**src/rtl/add_serial_pkg.sv**
```systemverilog
// Shared definitions for the digit-serial adder-subtractor.
//   state_e       : FSM state encoding (code 3 is illegal and recovers to StIdle)
//   MinWidth      : smallest legal operand width
//   params_legal  : elaboration-time WIDTH/DIGIT legality check
package add_serial_pkg;

  typedef enum logic [1:0] {
    StIdle = 2'd0,
    StAdd  = 2'd1,
    StDone = 2'd2
  } state_e;

  localparam int unsigned MinWidth = 2;

  function automatic bit params_legal(input int unsigned width, input int unsigned digit);
    return (width >= MinWidth) && (digit >= 1) && (digit <= width) && ((width % digit) == 0);
  endfunction

endpackage

```
**src/rtl/add_serial_param_if.sv**
```systemverilog
// Operand/result bundle for add_serial_param.
//   en, sub, cin, a, b : requester -> adder
//   out, cout          : result and carry-out, valid while done=1
//   busy, done         : status
//   ovf                : signed overflow, only when ADD_SERIAL_OVF_EN is defined
// Modports: master (requester), slave (adder).
interface add_serial_param_if #(
  parameter int unsigned WIDTH = 8
);
  logic             en;
  logic             sub;
  logic             cin;
  logic [WIDTH-1:0] a;
  logic [WIDTH-1:0] b;
  logic [WIDTH-1:0] out;
  logic             cout;
  logic             busy;
  logic             done;
`ifdef ADD_SERIAL_OVF_EN
  logic             ovf;

  modport master (output en, sub, cin, a, b, input out, cout, busy, done, ovf);
  modport slave  (input en, sub, cin, a, b, output out, cout, busy, done, ovf);
`else
  modport master (output en, sub, cin, a, b, input out, cout, busy, done);
  modport slave  (input en, sub, cin, a, b, output out, cout, busy, done);
`endif
endinterface

```
**src/rtl/add_serial_digit.sv**
```systemverilog
// Combinational DIGIT-bit adder slice.
//   a, b : digit operands
//   cin  : carry in
//   sum  : digit sum
//   cout : carry out of the digit
//   cmsb : carry into the digit's top bit (feeds signed-overflow detection)
module add_serial_digit #(
  parameter int unsigned DIGIT = 1
) (
  input  logic [DIGIT-1:0] a,
  input  logic [DIGIT-1:0] b,
  input  logic             cin,
  output logic [DIGIT-1:0] sum,
  output logic             cout,
  output logic             cmsb
);

  logic [DIGIT:0] full;

  assign full = {1'b0, a} + {1'b0, b} + {{DIGIT{1'b0}}, cin};
  assign sum  = full[DIGIT-1:0];
  assign cout = full[DIGIT];
  // Sum bit = a ^ b ^ carry-in, so the carry into the top bit falls out directly.
  assign cmsb = full[DIGIT-1] ^ a[DIGIT-1] ^ b[DIGIT-1];

endmodule

```
**src/rtl/add_serial_param.sv**
```systemverilog
// Digit-serial adder-subtractor: adds (or subtracts) two WIDTH-bit operands DIGIT bits per
// cycle, least-significant digit first. Result ready WIDTH/DIGIT+1 cycles after en.
//   clk, rst : clock and asynchronous active-high reset
//   bus      : add_serial_param_if slave (en/sub/cin/a/b in; out/cout/busy/done[/ovf] out)
// Optional feature: define ADD_SERIAL_OVF_EN to add the signed-overflow output ovf.
module add_serial_param
  import add_serial_pkg::*;
#(
  parameter int unsigned WIDTH = 8,
  parameter int unsigned DIGIT = 1
) (
  input logic              clk,
  input logic              rst,
  add_serial_param_if.slave bus
);

  localparam int unsigned N    = WIDTH / DIGIT;
  localparam int unsigned CntW = $clog2(N) + 1;

  if (!params_legal(WIDTH, DIGIT)) begin : g_bad_params
    $error("add_serial_param: WIDTH must be >= 2 and a multiple of DIGIT");
  end

  state_e           state_q, state_d;
  logic [CntW-1:0]  count_q, count_d;
  logic [WIDTH-1:0] a_q, a_d;
  logic [WIDTH-1:0] b_q, b_d;
  logic [WIDTH-1:0] out_q, out_d;
  logic             carry_q, carry_d;

  logic [DIGIT-1:0] digit_sum;
  logic             digit_cout;
  logic             digit_cmsb;

  add_serial_digit #(
    .DIGIT (DIGIT)
  ) u_digit (
    .a    (a_q[DIGIT-1:0]),
    .b    (b_q[DIGIT-1:0]),
    .cin  (carry_q),
    .sum  (digit_sum),
    .cout (digit_cout),
    .cmsb (digit_cmsb)
  );

`ifdef ADD_SERIAL_OVF_EN
  logic cmsb_q, cmsb_d;
`else
  logic unused_cmsb;
  assign unused_cmsb = digit_cmsb;
`endif

  logic load;
  assign load = bus.en && ((state_q == StIdle) || (state_q == StDone));

  always_comb begin
    state_d = state_q;
    count_d = count_q;
    a_d     = a_q;
    b_d     = b_q;
    out_d   = out_q;
    carry_d = carry_q;
`ifdef ADD_SERIAL_OVF_EN
    cmsb_d  = cmsb_q;
`endif
    case (state_q)
      StIdle, StDone: begin
        if (load) begin
          state_d = StAdd;
          count_d = '0;
          a_d     = bus.a;
          // Subtract as a + ~b + 1.
          b_d     = bus.sub ? ~bus.b : bus.b;
          carry_d = bus.sub ? 1'b1 : bus.cin;
          out_d   = '0;
`ifdef ADD_SERIAL_OVF_EN
          cmsb_d  = 1'b0;
`endif
        end
      end
      StAdd: begin
        // New digit enters at the top; after N shifts digit 0 sits at the bottom.
        out_d   = (out_q >> DIGIT) | (WIDTH'(digit_sum) << (WIDTH - DIGIT));
        a_d     = a_q >> DIGIT;
        b_d     = b_q >> DIGIT;
        carry_d = digit_cout;
        count_d = count_q + CntW'(1);
        if (count_q == CntW'(N - 1)) begin
          state_d = StDone;
`ifdef ADD_SERIAL_OVF_EN
          cmsb_d  = digit_cmsb;
`endif
        end
      end
      default: state_d = StIdle;
    endcase
  end

  always_ff @(posedge clk or posedge rst) begin
    if (rst) begin
      state_q <= StIdle;
      count_q <= '0;
      a_q     <= '0;
      b_q     <= '0;
      out_q   <= '0;
      carry_q <= 1'b0;
    end else begin
      state_q <= state_d;
      count_q <= count_d;
      a_q     <= a_d;
      b_q     <= b_d;
      out_q   <= out_d;
      carry_q <= carry_d;
    end
  end

`ifdef ADD_SERIAL_OVF_EN
  always_ff @(posedge clk or posedge rst) begin
    if (rst) begin
      cmsb_q <= 1'b0;
    end else begin
      cmsb_q <= cmsb_d;
    end
  end

  assign bus.ovf = (state_q == StDone) && (carry_q ^ cmsb_q);
`endif

  assign bus.out  = out_q;
  assign bus.busy = (state_q == StAdd);
  assign bus.done = (state_q == StDone);
  // carry_q is mid-operation state outside DONE, so only expose it once the result is final.
  assign bus.cout = (state_q == StDone) && carry_q;

endmodule
```
**src/flat_wrapper.sv**
```systemverilog
// flat-port wrapper written by rule: the top's interface ports become plain ports
module add_serial_param_flat import add_serial_pkg::*;
#(
  parameter int unsigned WIDTH = 8,
  parameter int unsigned DIGIT = 1
)
  (clk, rst, bus_en, bus_sub, bus_cin, bus_a, bus_b, bus_out, bus_cout, bus_busy, bus_done);
  add_serial_param_if #(.WIDTH(WIDTH)) bus_i ();
  input logic clk;
  input logic rst;
  input wire logic [$bits(bus_i.en)-1:0] bus_en;
  input wire logic [$bits(bus_i.sub)-1:0] bus_sub;
  input wire logic [$bits(bus_i.cin)-1:0] bus_cin;
  input wire logic [$bits(bus_i.a)-1:0] bus_a;
  input wire logic [$bits(bus_i.b)-1:0] bus_b;
  output wire logic [$bits(bus_i.out)-1:0] bus_out;
  output wire logic [$bits(bus_i.cout)-1:0] bus_cout;
  output wire logic [$bits(bus_i.busy)-1:0] bus_busy;
  output wire logic [$bits(bus_i.done)-1:0] bus_done;
  assign bus_i.en = bus_en;
  assign bus_i.sub = bus_sub;
  assign bus_i.cin = bus_cin;
  assign bus_i.a = bus_a;
  assign bus_i.b = bus_b;
  assign bus_out = bus_i.out;
  assign bus_cout = bus_i.cout;
  assign bus_busy = bus_i.busy;
  assign bus_done = bus_i.done;
  add_serial_param #(.WIDTH(WIDTH), .DIGIT(DIGIT)) u_core (.clk(clk), .rst(rst), .bus(bus_i));
endmodule
```
**config.mk**
```make
export PLATFORM = sky130hd
export DESIGN_NAME = add_serial_param_flat
export DESIGN_NICKNAME = d
export VERILOG_FILES = /design/src/rtl/add_serial_pkg.sv /design/src/rtl/add_serial_param_if.sv /design/src/rtl/add_serial_digit.sv /design/src/rtl/add_serial_param.sv /design/src/flat_wrapper.sv
export SDC_FILE = /design/constraint.sdc
export NUM_CORES = 1
export LEC_CHECK = 0
export CORE_MARGIN = 5
export CORE_UTILIZATION = 45
export DETAILED_ROUTE_END_ITERATION = 12
export GPL_TIMING_DRIVEN = 1
export HOLD_SLACK_MARGIN = 0.06
export PLACE_DENSITY = 0.77
export SKIP_LAST_GASP = 1
export SLEW_MARGIN = 20
export SYNTH_ARGS = -nofsm -noshare
export SYNTH_HDL_FRONTEND = slang
export SYNTH_SLANG_ARGS = --single-unit
```
**constraint.sdc**
```tcl
create_clock -name clk -period 1.7 [get_ports clk]
set_input_delay 0.34 -clock clk [delete_from_list [all_inputs] [get_ports clk]]
set_output_delay 0.34 -clock clk [all_outputs]
set_load 0.01 [all_outputs]
```
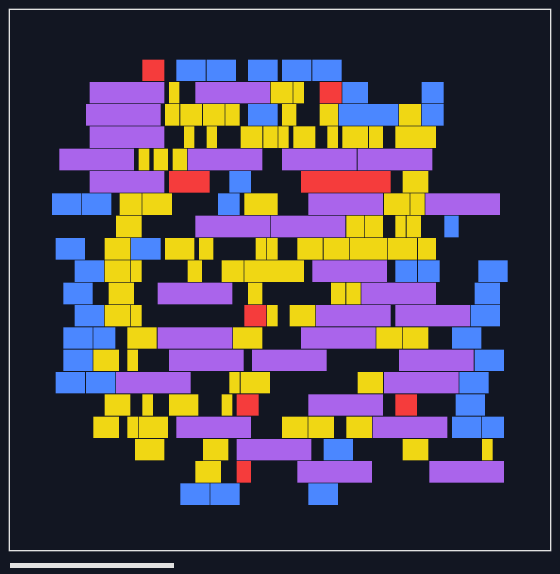
Run 1: cell classes on the final placement
Scale bar: 20 um.
colour	class	cells	share of their area
blue	other buffers and delay cells	40	21%
red	clock drivers and dummy loads	8	4.7%
purple	flip-flops	31	43%
yellow	all other logic	81	32%

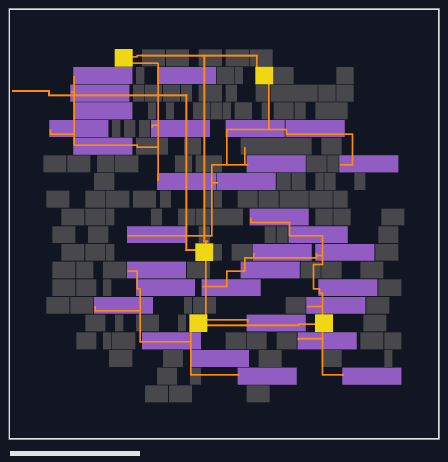
Run 1: clock distribution
Scale bar: 20 um.
[yellow] cells driving clock nets | count: 5
[orange] clock wires | length: 388 um
[purple] flip-flops | count: 31
routed clock nets	6
worst clock skew: 0.0103 ns
P_clk: 0.000598 W

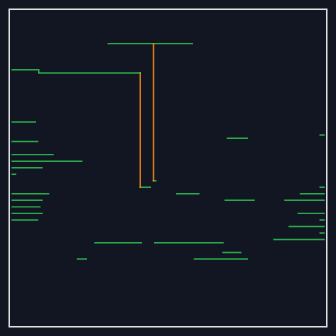
Run 1: wiring by layer
Two of the layers only.
colour	layer	wire length
orange	met4	52.4 um
green	met3	213 um
Routed WL: 2880 um
DR WL/cell: 14.1 um

==> run 1: cell families after synthesis <==
kind of cell / after synthesis
AND/OR/NAND/NOR: 33
adder cells (fa/ha/maj): 2
XOR/XNOR: 8
buffers and inverters: 14
flip-flops: 31
multiplexers: 1
AND-OR/OR-AND: 31
==> run 1: metal layers <==
metal	wire, um	up-vias
met4	52	0
met1	1250	514
met2	1360	42
met5	0	-
li1	-	508
met3	212	4
==> run 1: final timing paths <==
path,start,to,depth (start not counted)
worst max-delay path,u_core.state_q[0],bus_busy,4
worst min-delay path,rst,u_core.bus.out[3],3
worst max register to register,u_core.state_q[0],u_core.b_q[4],6
worst min register to register,u_core.count_q[3],u_core.count_q[3],1
max in group asynchronous,rst,u_core.a_q[4],3
min in group clk,u_core.count_q[3],u_core.count_q[3],1
==> run 1: power by group <==
part           leakage [nW]  total [W]  internal [W]  switching, W
logic                 0.409    0.00131      0.000671      0.000638
clock network        0.0482   0.000598      0.000347      0.000251
registers             0.394    0.00127       0.00106      0.000215
total                 0.851    0.00318       0.00208       0.00110
==> run 1: final cells by class <==
type,instances,area [um^2],area share
Multi-Input combinational cell,75,551,0.294
Clock buffer,6,51.3,0.0274
Tap cell,44,55.1,0.0294
Sequential cell,31,776,0.414
Timing Repair Buffer,40,383,0.204
Clock inverter,2,35.0,0.0187
Inverter,6,25.0,0.0133
==> run 1: critical path, cell delays in order, from the launching register on <==
cell           delay, ns
dfrtp_1             0.40
buf_4               0.16
nand2b_2            0.10
inv_4               0.03
dlygate4sd2_1       0.27
==> run 1: state kept, by name, indices dropped and copies added (netlist names) <==
name            flops
u_core.state_q      2
u_core.b_q          8
u_core.carry_q      1
u_core.bus.out      8
u_core.a_q          8
u_core.count_q      4
==> run 1: per-stage QoR <==
stage          total power (W)  worst slack, ns  TNS, ns
2_1_floorplan          0.00213            0.481        0
3_3_place_gp           0.00251           0.0240        0
3_5_place_dp           0.00260          0.00103        0
4_1_cts                0.00321          -0.0817  -0.0817
5_1_grt                0.00342           0.0125        0
6_report               0.00318           0.0657        0
==> run 1: layout by cell type (no fill, tap or decap), drive strengths merged <==
master and count:
dfrtp 31, clkdlybuf4s50 28, a22o 11, nand3 9, buf 9, a221o 8
nor2 8, nand2 7, xnor2 7, clkbuf 7, a22oi 6, inv 6
o21ai 4, dlygate4sd2 2, nor2b 2, nand2b 2, xor2 1, nand3b 1
and3b 1, nor3 1, and2 1, o211ai 1, o2bb2ai 1, nand4 1
mux2i 1, fa 1, ha 1, clkinv 1, bufinv 1
==> run 1: repair_timing <==
item	CTS	global route
cloned	0	0
setup endpoints to repair	3	2
buffers inserted	1	0
resized	4	3
==> flow_summary.json, run 1 <==
{
  "status": "completed",
  "p_per_area_nw_per_um2": 1700,
  "p_leak_nw": 0.851,
  "worstPathMaxFanout": 4,
  "grt_util_all_layers": 0.152,
  "port_buffers": 31,
  "hold_ws_ns": 0.376,
  "ys_top_cells_by_area": "dfrtp_1, a22o_1, a221o_1",
  "grt_overflow": 0,
  "dpl.hpwl_um": 2030,
  "fp_util": 0.463,
  "largest_area_cell": "dfrtp_1",
  "synthFlopType": "dfrtp_1",
  "postSynthCellCount": 120,
  "die_w_um": 65.8,
  "fin_cells": 204,
  "cap_violations": 0,
  "warning_count": 27,
  "synthTopLogicFamily": "AND-OR/OR-AND gates",
  "placedInstanceArea_um2": 1780,
  "fp_nets": 143,
  "fin_util": 0.619,
  "area_growth_pct": 33.7,
  "cts_tree": "built",
  "cp-end-kind": "output port",
  "compound_area_frac": 0.184,
  "syn_avg_cell_area_um2": 11.7,
  "synth_top_area_share": 0.553,
  "synthAdderAreaFrac": 0.0232,
  "gp_congestion": 0.686,
  "yosys.area_share.xor_xnor": 0.0500,
  "ys_warn_count": 0,
  "async_flop_share": 1.00,
  "common_cells": "dfrtp_1, a22o_1, nand3_1",
  "htreeDepth": 2,
  "cts_sinks": 31,
  "post-route-min-period_ns": 1.63,
  "clock.fmax_mhz": 612,
  "root_buffer": "clkbuf_4",
  "ys_ff": 31,
  "final_area_um2": 1880,
  "grt_setup_unrepaired": "no",
  "grt_util_met2": 0.235,
  "insertedDiodeCount": 0,
  "setup_viol_count_final": 0,
  "synth_cell_type_count": 31,
  "grt_max_degree": 32,
  "slew_headroom": 0.716,
  "drive_gt1_frac": 0.144,
  "vias": 1068,
  "antenna_found_initial": 0,
  "drt_iter0_drc": 75,
  "n_fill_cell": 251,
  "cts_made_buffers": 5,
  "yosys.cell_count.top_type": "dfrtp_1",
  "yosys.stat.seqShare": 0.553,
  "coreArea_um2": 3030,
  "ir_worst_vdd_mv": 0.677,
  "ant_nets": 0,
  "finalHoldViolations": 0,
  "edf_count": 0,
  "cts-hold-fix-buffers": 0,
  "drcViolationCount": 0,
  "period_used_share": 0.961,
  "crit_arrival_ns": 1.29,
  "ios": 32,
  "ys_cells": 120,
  "slew_viol_final": 0,
  "busiest_layer": "met2",
  "worstMarginPinSlew_ns": 0.426,
  "ys_sh_mux": 0.00714,
  "fin_nets": 182,
  "cts_buffer_depth": 2,
  "first_pass_iters": 4,
  "ys_area_um2": 1400,
  "insertion_delay_ns": 0.33,
  "chipArea_um2": 4330,
  "reg2reg_slack_ns": 0.12,
  "via_per_inst": 5.24,
  "grt_pass1_wl_um": 4900,
  "simple_gate_share": 0.123,
  "worstSetupStartpointType": "register",
  "clk_pin_slew_ns": 0.10,
  "fp.dieH_um": 65.8,
  "place_inst": 195,
  "grt_pass1_vias": 1065,
  "use_met1": 0.187,
  "use_met3": 0.0544,
  "required_ns": 1.36
}
==> inputs of run 2 (changes only) <==
--- a/config.mk
+++ b/config.mk
@@ -11,6 +11,7 @@
 export GPL_TIMING_DRIVEN = 1
 export HOLD_SLACK_MARGIN = 0.06
 export PLACE_DENSITY = 0.77
+export REMOVE_ABC_BUFFERS = 1
 export SKIP_LAST_GASP = 1
 export SLEW_MARGIN = 20
 export SYNTH_ARGS = -nofsm -noshare
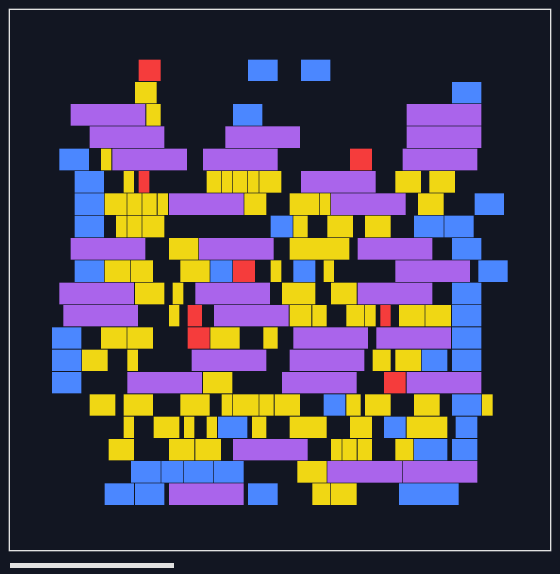
Run 2: cell classes on the final placement
Scale bar: 20 um.
colour	class	cells	share of their area
purple	flip-flops	31	43%
yellow	all other logic	81	32%
blue	other buffers and delay cells	40	22%
red	clock drivers and dummy loads	8	2.8%
Rows: 20
Final Instance Area: 1850 um^2
total core area: 3030 um^2

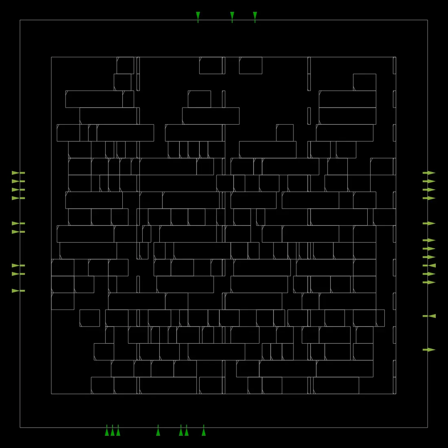
Run 2: placed standard cells
utilization after layout: 0.610
flop share of the area: 0.420

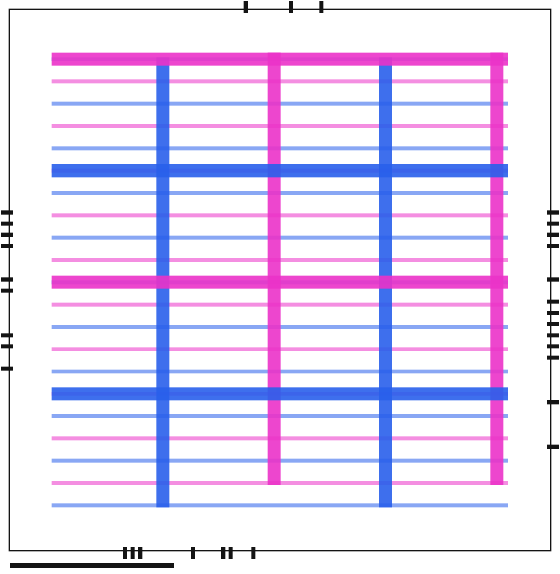
Run 2: supply network
Scale bar: 20 um. Pins as bars on the die edge.
colour	net
blue	VSS
magenta	VDD
met1 rails	21
rows	20

==> flow_summary.json, run 2 <==
{
  "status": "completed",
  "simple_gate_share": 0.123,
  "yosys.cell_count.top_type": "dfrtp_1",
  "p_leak_nw": 0.834,
  "ys_area_um2": 1400,
  "cts_sinks": 31,
  "cap_violations": 0,
  "synthTopLogicFamily": "AND-OR/OR-AND gates",
  "timing.rr.end": "u_core.b_q[4]",
  "grt_pass1_vias": 1151,
  "warning_count": 26,
  "cts_buffer_depth": 2,
  "fin_nets": 182,
  "worst_r2r_path_depth": 6,
  "combPwrFrac": 0.441,
  "clkPwrFrac": 0.137,
  "ys_ff": 31,
  "yosys.stat.seqShare": 0.553,
  "p_per_area_nw_per_um2": 1630,
  "insertedDiodeCount": 0,
  "insertion_delay_ns": 0.33,
  "fp_util": 0.463,
  "slew_viol_final": 0,
  "drive_gt1_frac": 0.125,
  "crit_slowest_cell": "clkdlybuf4s50_1",
  "synthFlopType": "dfrtp_1",
  "htreeDepth": 2,
  "finalHoldViolations": 0,
  "ys_sh_mux": 0.00714,
  "ir_worst_vdd_mv": 0.609,
  "worstMarginPinSlew_ns": 0.414,
  "port_buffers": 31,
  "postSynthCellCount": 120,
  "compound_area_frac": 0.184,
  "ys_top_cells_by_area": "dfrtp_1, a22o_1, a221o_1",
  "worstReg2RegStart": "u_core.state_q[0]",
  "power_w": 0.00301,
  "ios": 32,
  "drcViolationCount": 0,
  "lay_top_count": "dfrtp_1",
  "async_flop_share": 1.00,
  "placedInstanceArea_um2": 1790,
  "synth_top_area_share": 0.553,
  "grt_setup_unrepaired": "yes",
  "worstPathMaxFanout": 3,
  "synth_cell_type_count": 31,
  "syn_avg_cell_area_um2": 11.7,
  "critical-path-max-stage-delay_ns": 0.55,
  "grt_pass1_wl_um": 5310,
  "setup_viol_count_final": 0,
  "worstSetupStartpointType": "register",
  "grt_util_all_layers": 0.164,
  "power_frac_seq": 0.422,
  "common_cells": "dfrtp_1, a22o_1, nand3_1",
  "cts_made_buffers": 5,
  "die_w_um": 65.8,
  "dpl.hpwl_um": 2120,
  "n_fill_cell": 275,
  "antenna_found_initial": 0,
  "cts_tree": "built",
  "path_cells": "clkdlybuf4s50_1",
  "switching_share": 0.364,
  "wl_per_cell_um": 14.6,
  "chipArea_um2": 4330,
  "crit_arrival_ns": 1.28,
  "vias": 1114,
  "crit_buf_inv": 1,
  "fp.dieH_um": 65.8,
  "fin_skew_ns": 0.00751,
  "largest_area_cell": "dfrtp_1",
  "gp_congestion": 0.740,
  "cp-end-kind": "output port",
  "synthAdderAreaFrac": 0.0232,
  "period_used_share": 0.956,
  "ys_warn_count": 0,
  "p_int_w": 0.00192,
  "cp_top_family": "buffers and inverters",
  "edf_count": 0,
  "grt_max_degree": 32,
  "wl_um": 2980,
  "switchingPower_w": 0.00109,
  "post-cts-setup-buffers": 0,
  "via_per_inst": 5.46,
  "grt_overflow": 0,
  "first_pass_iters": 4,
  "area_growth_pct": 31.8,
  "critical_path_class": "reg2out"
}
## run 2: cell counts after synthesis
No cell type changed its count.
## run 2: worst max-delay path by stage
stage                            from       endpoint  cells past startpoint
floorplan           u_core.state_q[1]  u_core.b_q[1]                      4
global placement               bus_en  u_core.a_q[0]                      5
detailed placement             bus_en  u_core.a_q[0]                      5
CTS                 u_core.state_q[1]       bus_cout                      3
global route        u_core.state_q[1]       bus_cout                      3
finish              u_core.bus.out[3]     bus_out[3]                      1
## run 2: stage by stage
step / TNS [ns] / worst slack [ns] / cells / hold WS (ns)
2_1_floorplan: 0 / 0.314 / 112 / 0.437
3_3_place_gp: -0.00396 / -0.00396 / 196 / 0.457
3_5_place_dp: -0.0302 / -0.0302 / 196 / 0.483
4_1_cts: 0 / 0.00805 / 204 / 0.374
5_1_grt: -0.00423 / -0.00423 / 204 / 0.396
6_report: 0 / 0.0753 / 204 / 0.377
## run 2: final cells by class
type | count | area, um^2 | area share
clock buffers | 7 | 45.0 | 0.0244
flip-flops and latches | 31 | 776 | 0.420
clock inverters | 1 | 5.00 | 0.00271
well taps | 44 | 55.1 | 0.0298
multi-input cells | 75 | 551 | 0.298
repair buffers | 40 | 392 | 0.212
inverters | 6 | 25.0 | 0.0135
## run 2: logic make-up (layout without fill, tap and decap cells)
family,Yosys count,after routing
and+or+nand+nor,33,33
muxes,1,1
buffers and inverters,14,54
DFF,31,31
adders and majority gates,2,2
xor gates and xnor gates,8,8
AOI/OAI and AO/OA,31,31
## run 2: power by group through the flow
stage	registers (W)	clock network (W)	logic (W)
6_report	0.00127	0.000412	0.00133
5_1_grt	0.00131	0.000475	0.00148
4_1_cts	0.00126	0.000432	0.00133
3_5_place_dp	0.00128	0	0.00134
3_3_place_gp	0.00126	0	0.00129
2_1_floorplan	0.00126	0	0.000754
## run 2: what timing repair did
action                                  4_1_cts  5_1_grt
endpoints found under the setup margin        3        2
hold buffers                                  0        0
hold endpoints to repair                      0        0
resized                                       4        3
## run 2: layer usage
layer  part of all wire  wire length [um]  GRT usage
met1               0.42              1250      0.196
met2               0.49              1470      0.262
met3              0.077               229     0.0680
met4              0.011                33     0.0674
met5                  0                 0          0
==> inputs of run 3 (changes only) <==
--- a/config.mk
+++ b/config.mk
@@ -5,6 +5,7 @@
 export SDC_FILE = /design/constraint.sdc
 export NUM_CORES = 1
 export LEC_CHECK = 0
+export CAP_MARGIN = 5
 export CORE_MARGIN = 5
 export CORE_UTILIZATION = 45
 export DETAILED_ROUTE_END_ITERATION = 12
==> constraint.sdc (replaced) <==
create_clock -name clk -period 1.8 [get_ports clk]
set_input_delay 0.36 -clock clk [delete_from_list [all_inputs] [get_ports clk]]
set_output_delay 0.36 -clock clk [all_outputs]
set_load 0.01 [all_outputs]
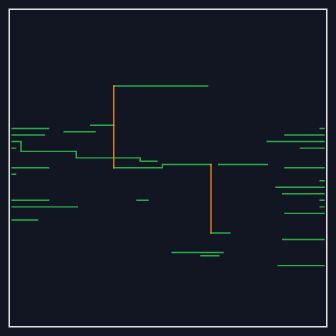
Run 3: wiring by layer
Two of the layers only.
colour	layer	wire length
green	met3	248 um
orange	met4	31.3 um
Routed WL: 2960 um
gr usage total: 0.155
via count: 1078

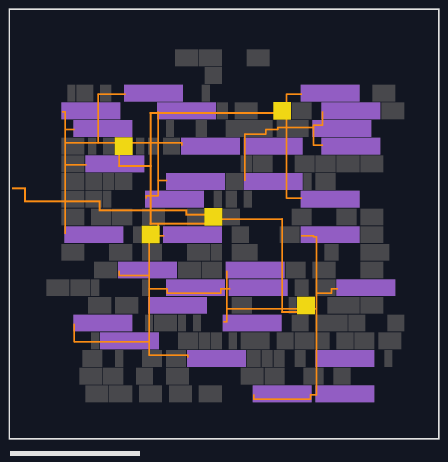
Run 3: clock distribution
Scale bar: 20 um.
P_clk: 0.000454 W
worst clock skew: 0.00577 ns
clock latency on the worst-skew pair: 0.33 ns
clock share of power: 0.159

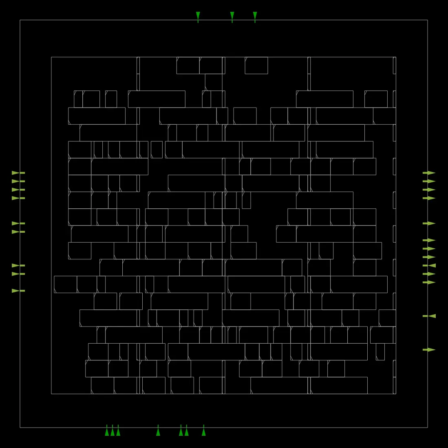
Run 3: placed standard cells
Layout fillers: 263
Tap Count: 44

==> flow_summary.json, run 3 <==
{
  "status": "completed",
  "grt_pass1_vias": 1111,
  "slew_viol_final": 0,
  "ys_ff": 31,
  "cp-end-kind": "output port",
  "async_flop_share": 1.00,
  "antenna_found_initial": 0,
  "area_growth_pct": 32.1,
  "cts_made_buffers": 5,
  "ys_top_cells_by_area": "dfrtp_1, a22o_1, a221o_1",
  "cap_violations": 0,
  "common_cells": "dfrtp_1, a22o_1, nand3_1",
  "grt_overflow": 0,
  "yosys.stat.seqShare": 0.553,
  "period_used_share": 0.957,
  "crit_buf_inv": 3,
  "insertedDiodeCount": 0,
  "cts-hold-fix-buffers": 0,
  "worstReg2RegStart": "u_core.state_q[1]",
  "grt_setup_unrepaired": "no",
  "worstMarginPinSlew_ns": 0.449,
  "netlist_area_um2": 1400,
  "synth_top_area_share": 0.553,
  "setup_viol_count_final": 0,
  "placedInstanceArea_um2": 1770,
  "p_per_area_nw_per_um2": 1540,
  "clk_pin_slew_ns": 0.09,
  "fp.dieH_um": 65.8,
  "fp-row-count": 20,
  "fp_util": 0.463,
  "synth_cell_type_count": 31,
  "coreArea_um2": 3030,
  "cp_top_family": "buffers and inverters",
  "drcViolationCount": 0,
  "via_per_inst": 5.28,
  "crit_arrival_ns": 1.36,
  "setup_slack_ns": 0.0768,
  "cts_sinks": 31,
  "grt_pass1_wl_um": 5090,
  "hold_ws_ns": 0.410,
  "final_area_um2": 1850,
  "synthFlopType": "dfrtp_1",
  "postSynthCellCount": 120,
  "ir_worst_vdd_mv": 0.628,
  "ys_area_um2": 1400,
  "gp_congestion": 0.741,
  "fin_nets": 182,
  "worstSetupStartpointType": "register",
  "syn_avg_cell_area_um2": 11.7,
  "ys_warn_count": 0,
  "worstPathMaxFanout": 2,
  "critical_path_class": "reg2out",
  "grt_max_degree": 32,
  "finalHoldViolations": 0,
  "cts_buffer_depth": 2,
  "die_w_um": 65.8,
  "worst_r2r_path_depth": 6,
  "first_pass_iters": 4,
  "yosys.cell_count.top_type": "dfrtp_1",
  "ys_cells": 120,
  "crit_slowest_cell": "dfrtp_1",
  "largest_area_cell": "dfrtp_1",
  "cts_tree": "built",
  "timing.rr.end": "u_core.b_q[1]",
  "lay_top_count": "dfrtp_1",
  "pre_cts_ws_ns": 0.0739,
  "dpl.hpwl_um": 2100,
  "chipArea_um2": 4330,
  "warning_count": 26,
  "path_cells": "buf_4 > nand2b_2 > inv_4 > dlygate4sd2_1",
  "htreeDepth": 2,
  "port_buffers": 31,
  "edf_count": 0,
  "critical-path-max-stage-delay_ns": 0.39,
  "drt_iter0_drc": 56
}
run 3: netlist changes by cell type in the layout (fill, tap and decap cells not counted):
cell	delta
buf_4	+2
clkbuf_8	+2
buf_12	-1
buf_6	-1
clkbuf_1	-1
clkdlybuf4s15_1	-1
clkinv_2	-1
dlymetal6s2s_1	+1
nand2b_2	+1
nand2b_4	-1
nor2b_2	-1
nor2b_4	+1
run 3: cell type report:
class | instances | area, um^2
inverter | 6 | 25.0
multi-input combinational | 75 | 551
sequential | 31 | 776
clock buffer | 8 | 68.8
fill | 263 | 1170
tap | 44 | 55.1
timing repair buffer | 40 | 378
run 3: layer usage:
layer	track usage	wire length (um)	up-vias
li1	-	-	509
met1	0.189	1240	527
met2	0.249	1440	37
met3	0.0629	247	5
met4	0.0466	31	0
met5	0	0	-
run 3: tightest hold or removal path, cell delays in order:
cell	delay, ns
clkdlybuf4s50_1	0.40
inv_1	0.05
buf_4	0.35
run 3: kinds of logic (layout without fill, tap and decap cells):
logic type	Yosys count	after routing	share of synthesized area
multiplexers	1	1	0.00714
AND-OR/OR-AND	31	31	0.184
AND/OR/NAND/NOR	33	33	0.123
flip-flops	31	31	0.553
XOR/XNOR	8	8	0.0500
buffers and inverters	14	54	0.0598
adder cells (fa/ha/maj)	2	2	0.0232
run 3: worst max path at each step:
stage	end	startpoint	cells past startpoint
2_1_floorplan	u_core.b_q[1]	u_core.state_q[1]	4
3_3_place_gp	u_core.carry_q	bus_en	5
3_5_place_dp	u_core.a_q[0]	bus_en	5
4_1_cts	bus_cout	u_core.state_q[0]	3
5_1_grt	bus_busy	u_core.state_q[1]	4
6_report	bus_busy	u_core.state_q[1]	4
run 3: where the power goes:
part,switching (W),internal (W)
logic,0.000593,0.000615
registers,0.000197,0.000999
clock network,0.000224,0.000230
run 3: per-stage QoR:
| step | power [W] | utilization | setup TNS [ns] | instances |
|---|---|---|---|---|
| 2_1_floorplan | 0.00191 | - | 0 | 112 |
| 3_3_place_gp | 0.00236 | 0.584 | 0 | 195 |
| 3_5_place_dp | 0.00243 | 0.584 | 0 | 195 |
| 4_1_cts | 0.00289 | 0.609 | -0.122 | 203 |
| 5_1_grt | 0.00308 | 0.612 | 0 | 204 |
| 6_report | 0.00286 | 0.612 | 0 | 204 |
run 3: what timing repair did:
action | CTS | global route
pin swaps | 0 | 0
buffers inserted | 0 | 1
endpoints found under the setup margin | 3 | 1
resized | 4 | 1
Power and IR drop assume default switching activity.
